==> config.mk <==
export PLATFORM = sky130hd
export DESIGN_NAME = stream_demux2
export DESIGN_NICKNAME = d
export VERILOG_FILES = /design/src/rtl/stream_demux2_pkg.sv /design/src/rtl/stream_fifo.sv /design/src/rtl/stream_demux2.sv
export SDC_FILE = /design/constraint.sdc
export NUM_CORES = 1
export LEC_CHECK = 0
export ABC_AREA = 1
export CORE_ASPECT_RATIO = 0.5
export CORE_MARGIN = 1.5
export CORE_UTILIZATION = 41
export CTS_CLUSTER_DIAMETER = 40
export DETAILED_ROUTE_END_ITERATION = 12
export PLACE_DENSITY = 0.75
export SLEW_MARGIN = 20
export SYNTH_ARGS = -nofsm -noshare
export SYNTH_HDL_FRONTEND = slang
export SYNTH_SLANG_ARGS = --single-unit
==> constraint.sdc <==
create_clock -name clk -period 1.55 [get_ports clk]
set_clock_uncertainty 0.1 [all_clocks]
set_input_delay 0.31 -clock clk [delete_from_list [all_inputs] [get_ports clk]]
set_output_delay 0.31 -clock clk [all_outputs]
set_load 0.005 [all_outputs]
==> src/rtl/stream_demux2_pkg.sv <==
// stream_demux2_pkg: shared state type and default widths for the 1-to-2 stream demux.
package stream_demux2_pkg;
   typedef enum logic [1:0] {IDLE, ROUTE0, ROUTE1} demux_state_t;
   localparam int DEF_WIDTH = 8;
   localparam int DEF_DEPTH = 2;
   localparam int DEF_CNT_W = 16;
endpackage

==> src/rtl/stream_fifo.sv <==
// stream_fifo: small synchronous FIFO holding one output port's beats, head presented combinationally.
module stream_fifo #(
   parameter int WIDTH = 9,
   parameter int DEPTH = 2
) (
   input  logic             clk,
   input  logic             reset,
   input  logic             i_push,
   input  logic [WIDTH-1:0] i_data,
   input  logic             i_pop,
   output logic             o_full,
   output logic             o_empty,
   output logic [WIDTH-1:0] o_data
);
   localparam int AW = $clog2(DEPTH);
   localparam logic [AW:0] LIM = DEPTH[AW:0];
   localparam logic [AW:0] C_ONE = 1;
   localparam logic [AW-1:0] P_ONE = 1;
   logic [WIDTH-1:0] r_mem [DEPTH];
   logic [AW-1:0] r_wr, r_rd;
   logic [AW:0] r_cnt;
   logic w_push, w_pop;
   assign o_full  = (r_cnt == LIM);
   assign o_empty = (r_cnt == '0);
   assign o_data  = r_mem[r_rd];
   assign w_push  = i_push & ~o_full;
   assign w_pop   = i_pop & ~o_empty;
   always_ff @(posedge clk)
      if (w_push) r_mem[r_wr] <= i_data;
   // pointers wrap naturally because DEPTH is a power of two
   always_ff @(posedge clk or negedge reset)
      if (!reset) begin
         r_wr  <= '0;
         r_rd  <= '0;
         r_cnt <= '0;
      end else begin
         if (w_push) r_wr <= r_wr + P_ONE;
         if (w_pop) r_rd <= r_rd + P_ONE;
         if (w_push & ~w_pop) r_cnt <= r_cnt + C_ONE;
         else if (~w_push & w_pop) r_cnt <= r_cnt - C_ONE;
      end
endmodule

==> src/rtl/stream_demux2.sv <==
// stream_demux2: routes whole packets from one valid/ready stream to one of two FIFO-buffered ports.
// Per-port packet counters are built only when STREAM_DEMUX2_STATS_EN is defined.
module stream_demux2 import stream_demux2_pkg::*; #(
   parameter int WIDTH = DEF_WIDTH,
   parameter int DEPTH = DEF_DEPTH,
   parameter int CNT_W = DEF_CNT_W
) (
   input  logic             clk,
   input  logic             reset,
   input  logic             in_valid,
   output logic             in_ready,
   input  logic [WIDTH-1:0] in_data,
   input  logic             in_last,
   input  logic             in_sel,
   output logic             out0_valid,
   input  logic             out0_ready,
   output logic [WIDTH-1:0] out0_data,
   output logic             out0_last,
   output logic [CNT_W-1:0] out0_pkt_cnt,
   output logic             out1_valid,
   input  logic             out1_ready,
   output logic [WIDTH-1:0] out1_data,
   output logic             out1_last,
   output logic [CNT_W-1:0] out1_pkt_cnt
);
   demux_state_t r_state;
   logic w_tgt, w_acc, w_full0, w_full1, w_empty0, w_empty1;
   logic [WIDTH:0] w_head0, w_head1;
   // the route is only open in IDLE; mid-packet the locked port wins
   assign w_tgt    = (r_state == IDLE) ? in_sel : (r_state == ROUTE1);
   assign in_ready = w_tgt ? ~w_full1 : ~w_full0;
   assign w_acc    = in_valid & in_ready;
   stream_fifo #(.WIDTH(WIDTH + 1), .DEPTH(DEPTH)) u_fifo0 (
      .clk(clk), .reset(reset),
      .i_push(w_acc & ~w_tgt), .i_data({in_data, in_last}), .i_pop(out0_ready),
      .o_full(w_full0), .o_empty(w_empty0), .o_data(w_head0)
   );
   stream_fifo #(.WIDTH(WIDTH + 1), .DEPTH(DEPTH)) u_fifo1 (
      .clk(clk), .reset(reset),
      .i_push(w_acc & w_tgt), .i_data({in_data, in_last}), .i_pop(out1_ready),
      .o_full(w_full1), .o_empty(w_empty1), .o_data(w_head1)
   );
   assign out0_valid = ~w_empty0;
   assign out0_data  = w_head0[WIDTH:1];
   assign out0_last  = out0_valid & w_head0[0];
   assign out1_valid = ~w_empty1;
   assign out1_data  = w_head1[WIDTH:1];
   assign out1_last  = out1_valid & w_head1[0];
   always_ff @(posedge clk or negedge reset)
      if (!reset) r_state <= IDLE;
      else if (w_acc) r_state <= in_last ? IDLE : (r_state == IDLE) ? (in_sel ? ROUTE1 : ROUTE0) : r_state;
`ifdef STREAM_DEMUX2_STATS_EN
   localparam logic [CNT_W-1:0] C_ONE = 1;
   logic [CNT_W-1:0] r_cnt0, r_cnt1;
   always_ff @(posedge clk or negedge reset)
      if (!reset) begin
         r_cnt0 <= '0;
         r_cnt1 <= '0;
      end else if (w_acc & in_last) begin
         if (w_tgt) r_cnt1 <= r_cnt1 + C_ONE;
         else r_cnt0 <= r_cnt0 + C_ONE;
      end
   assign out0_pkt_cnt = r_cnt0;
   assign out1_pkt_cnt = r_cnt1;
`else
   assign out0_pkt_cnt = '0;
   assign out1_pkt_cnt = '0;
`endif
endmodule

==> run_1/clock_map.png <==
Scale: 4 px per um.
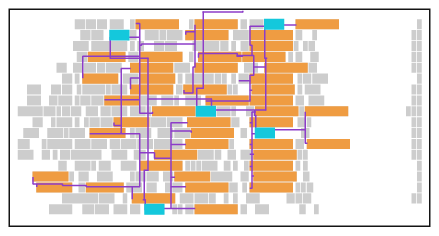
- purple: clock wires (length 498 um)
- cyan: cells driving clock nets (count 5)
- orange: flip-flops (count 46)
- routed clock nets: 6
Clock power frac: 13.0%
Clock net power: 0.736 mW
later-pin clock latency in the skew report: 320 ps

==> run_1/final_congestion.png <==
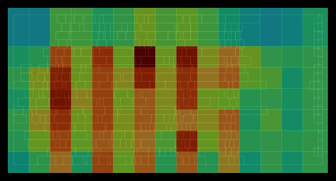
DR WL/cell: 13.51 um
Util after Layout: 63.03%
met3 Track Usage GR: 3.995%
grt peak-use layer: met2

==> run_1/met3.png <==
Scale: 3 px per um.
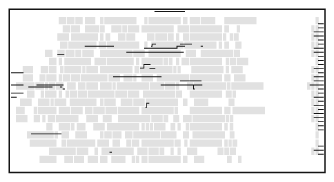
- nets with wire on the layer: 47
- share of all routed wire: 4.5%
- main direction: horizontal
via count: 1,552
final wirelength: 4728 um

==> changes_impl.md, run 1 <==
## Implementation

* Crit path depth at 5
* EDFF count, synth at 36
* Run status: complete, but fails checks
* First-pass GRT wire length at 7065 um
* Final instance area at 0.003123 mm2
* Failing checks: negative setup slack
* Post-Syn Area at 0.002123 mm2
* Yosys cell types at 24
* CP Capture Type: output port
* Final WS setup at -122.2 ps
* Starting DRT DRC Count at 32
* # fillers at 339
* Synth top cell by count: nand2_1
* Syn Inst Count at roughly 190
* Switching share of power at 36.35%
* Setup TNS at -3205 ps
* Hold Crit Class: input pin to asynchronous set/reset pin
* Log Warnings at 29
* Area share, top type at roughly 51%
* Minimum clock period at ~1700 ps
* Peak supply drop at 0.0009680 V
* Max Cap Viol at 0
* Die X at 104.8 um
* Core area at 0.004955 mm2
* Slew Viols, Final at 0
* Largest net degree at the start of global routing at 16
* Worst Path Arrival at 1260 ps
* Worst setup path category: flop to output port
* WL met3 at between 200 and 250 um
* Total clock sinks at 46
* Diodes inserted at 0
* Register share after synthesis at approximately 63%
* Final setup viols at 58
* CP max FO at 8
* Total die area at 0.005646 mm2
* IO buf count at 35
* Sequential share of power at 33.3%
* Comb pwr share at 53.7%
* R2r endpoint: u_fifo1.r_cnt[1]
* Cell area leaders: edfxtp_1, dfrtp_1, buf_4
* Pwr/cell area at about 1800 mW/mm2
* R2r setup slk at -80 ps
* Crit path buf inv count at 3
* Yosys reg bits at roughly 46
* Seq. cell area at 0.001334 mm2
* Final #Nets at 296
* RSZ-0062 raised after global routing: true
* Internal at 3.597 mW
* RR Startpoint: r_state[0]
* Post-Place Cells at 317
* Pre-CTS setup slack at -507.6 ps
* Hold buffer count at CTS at 0
* Final Hold Viols at 0
* Syn-to-layout area delta at 47.08%
* # DRC at 0
* YS warnings at 0
* CTS buffer count at 5
* Fin cells at 350
* All-Layer GR Usage at 17.24%
* Vias in the first global route at 1,511
run 1: cells by family after synthesis:
logic type	after synthesis	share of synthesized area (%)
XOR/XNOR	8	3.300
flip-flops	46	62.70
buffers and inverters	48	14.26
adder cells (fa/ha/maj)	2	1.178
AND-OR/OR-AND	9	2.769
AND/OR/NAND/NOR	78	15.62
other	1	0.1766
run 1: final cells by class:
cell class	instances	share of cell area (%)
inverters	14	1.763
well taps	70	2.804
clock buffers	5	2.204
clock inverters	3	0.6811
multi-input cells	129	26.44
flip-flops and latches	46	42.71
repair buffers	83	23.40
run 1: power groups by stage:
stage	sequential, mW	combinational [mW]	clock [mW]
final	1.88	3.03	0.736
after global routing	1.91	3.27	0.806
after CTS	1.83	2.56	0.740
after detailed placement	1.84	2.15	0
after global placement	1.82	2.06	0
after floorplan	1.79	1.02	0
==> run 2, diff against run 1 <==
--- a/config.mk
+++ b/config.mk
@@ -11,7 +11,7 @@
 export CORE_UTILIZATION = 41
 export CTS_CLUSTER_DIAMETER = 40
 export DETAILED_ROUTE_END_ITERATION = 12
-export PLACE_DENSITY = 0.75
+export PLACE_DENSITY_LB_ADDON = 0.1
 export SLEW_MARGIN = 20
 export SYNTH_ARGS = -nofsm -noshare
 export SYNTH_HDL_FRONTEND = slang
==> run_2/met3.png <==
Scale: 3 px per um.
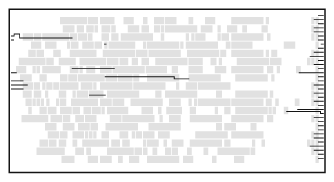
- nets with wire on the layer: 43
- main direction: horizontal
- wire length on this layer: 190 um
met3 Track Usage GR: 4.237%
final wirelength: 4153 um

==> run_2/clock_map.png <==
Scale: 4 px per um.
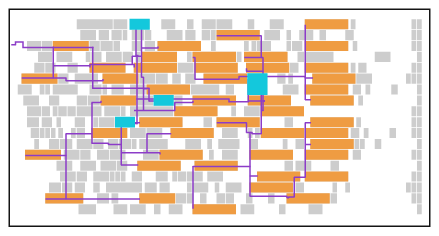
- cyan: cells driving clock nets (count 5)
- orange: flip-flops (count 46)
- purple: clock wires (length 539 um)
- routed clock nets: 6
later-pin clock latency in the skew report: 290 ps
Clock net power: 0.879 mW
Clock power frac: 15.2%

==> changes_impl.md, run 2 <==
## Implementation

* Final Hold Viols at 0
* Minimum clock period at 1627 ps
* Non-CTS inverters at 14
* Max Cap Viol at 0
* Synth logic family: simple AND/OR/NAND/NOR gates
* Yosys reg bits at 46
* Synth top cell by count: nand2_1
* Die X at 104.8 um
* DR WL/cell at 11.80 um
* Clock buffer count in the final layout at 6
* # fillers at between 400 and 500
* Post-Syn Area at about 0.0021 mm2
* Buffers, non-clock at between 80 and 90
* Yosys cell types at 24
* Pwr/cell area at 1820 mW/mm2
* CTS buffer count at 5
* Worst Path Arrival at 1220 ps
* Post-synthesis mux area share at 0%
* Syn Inst Count at 192
* Fin cells at 352
* Starting DRT DRC Count at 23
* Final WS setup at -77.08 ps
* Slew Viols, Final at 0
* Tapcell Cnt at 70
* Run status: complete, but fails checks
* Clk tree area frac at under 10%
* Diodes inserted at 0
* Comb pwr share at 52.4%
* Util after Layout at 63.96%
* Failing checks: negative setup slack
* Pre-CTS setup slack at -514.2 ps
* CP max FO at 8
* Sequential share of power at 32.3%
* Log Warnings at 29
* R2r endpoint: u_fifo1.r_cnt[1]
* IO buf count at 35
* Largest cell class by area: registers
* Internal at between 3 and 4 mW
* Cell area leaders: edfxtp_1, dfrtp_1, buf_4
* Via count at 1,498
* RR Startpoint: u_fifo1.r_cnt[0]
* Register share after synthesis at 62.70%
* YS warnings at 0
* Setup TNS at -2070 ps
* Hold Crit Class: input pin to asynchronous set/reset pin
* Yosys adder share at 1.179%
* Final setup viols at 46
* Worst setup path category: flop to output port
* Crit path buf inv count at 3
* RSZ-0062 raised after global routing: true
* Crit path depth at 5
## run 2: cell types whose count changed in the layout (fill, tap and decap cells not counted), moves of 2 or more
cell / change
buf_2: -2
buf_4: +3
nand2_1: -5
nand2_2: +3
nand2_4: +2
xnor2_1: +2
xnor2_2: -2
## run 2: power groups by stage
stage	combinational [mW]	sequential (mW)	clock [mW]
floorplan	1.02	1.79	0
finish	3.03	1.86	0.879
detailed placement	2.17	1.82	0
CTS	2.77	1.84	0.894
global placement	2.14	1.82	0
global route	3.29	1.90	0.941
## run 2: metal layers
layer / track usage [%] / wire [um] / up-vias
met5: 0 / 0 / -
li1: - / - / 739
met1: 17.17 / 1700 / 708
met3: 4.237 / 189 / 5
met2: 29.41 / 2236 / 46
met4: 4.566 / 27 / 0
Power is estimated from default activity; no workload was simulated.
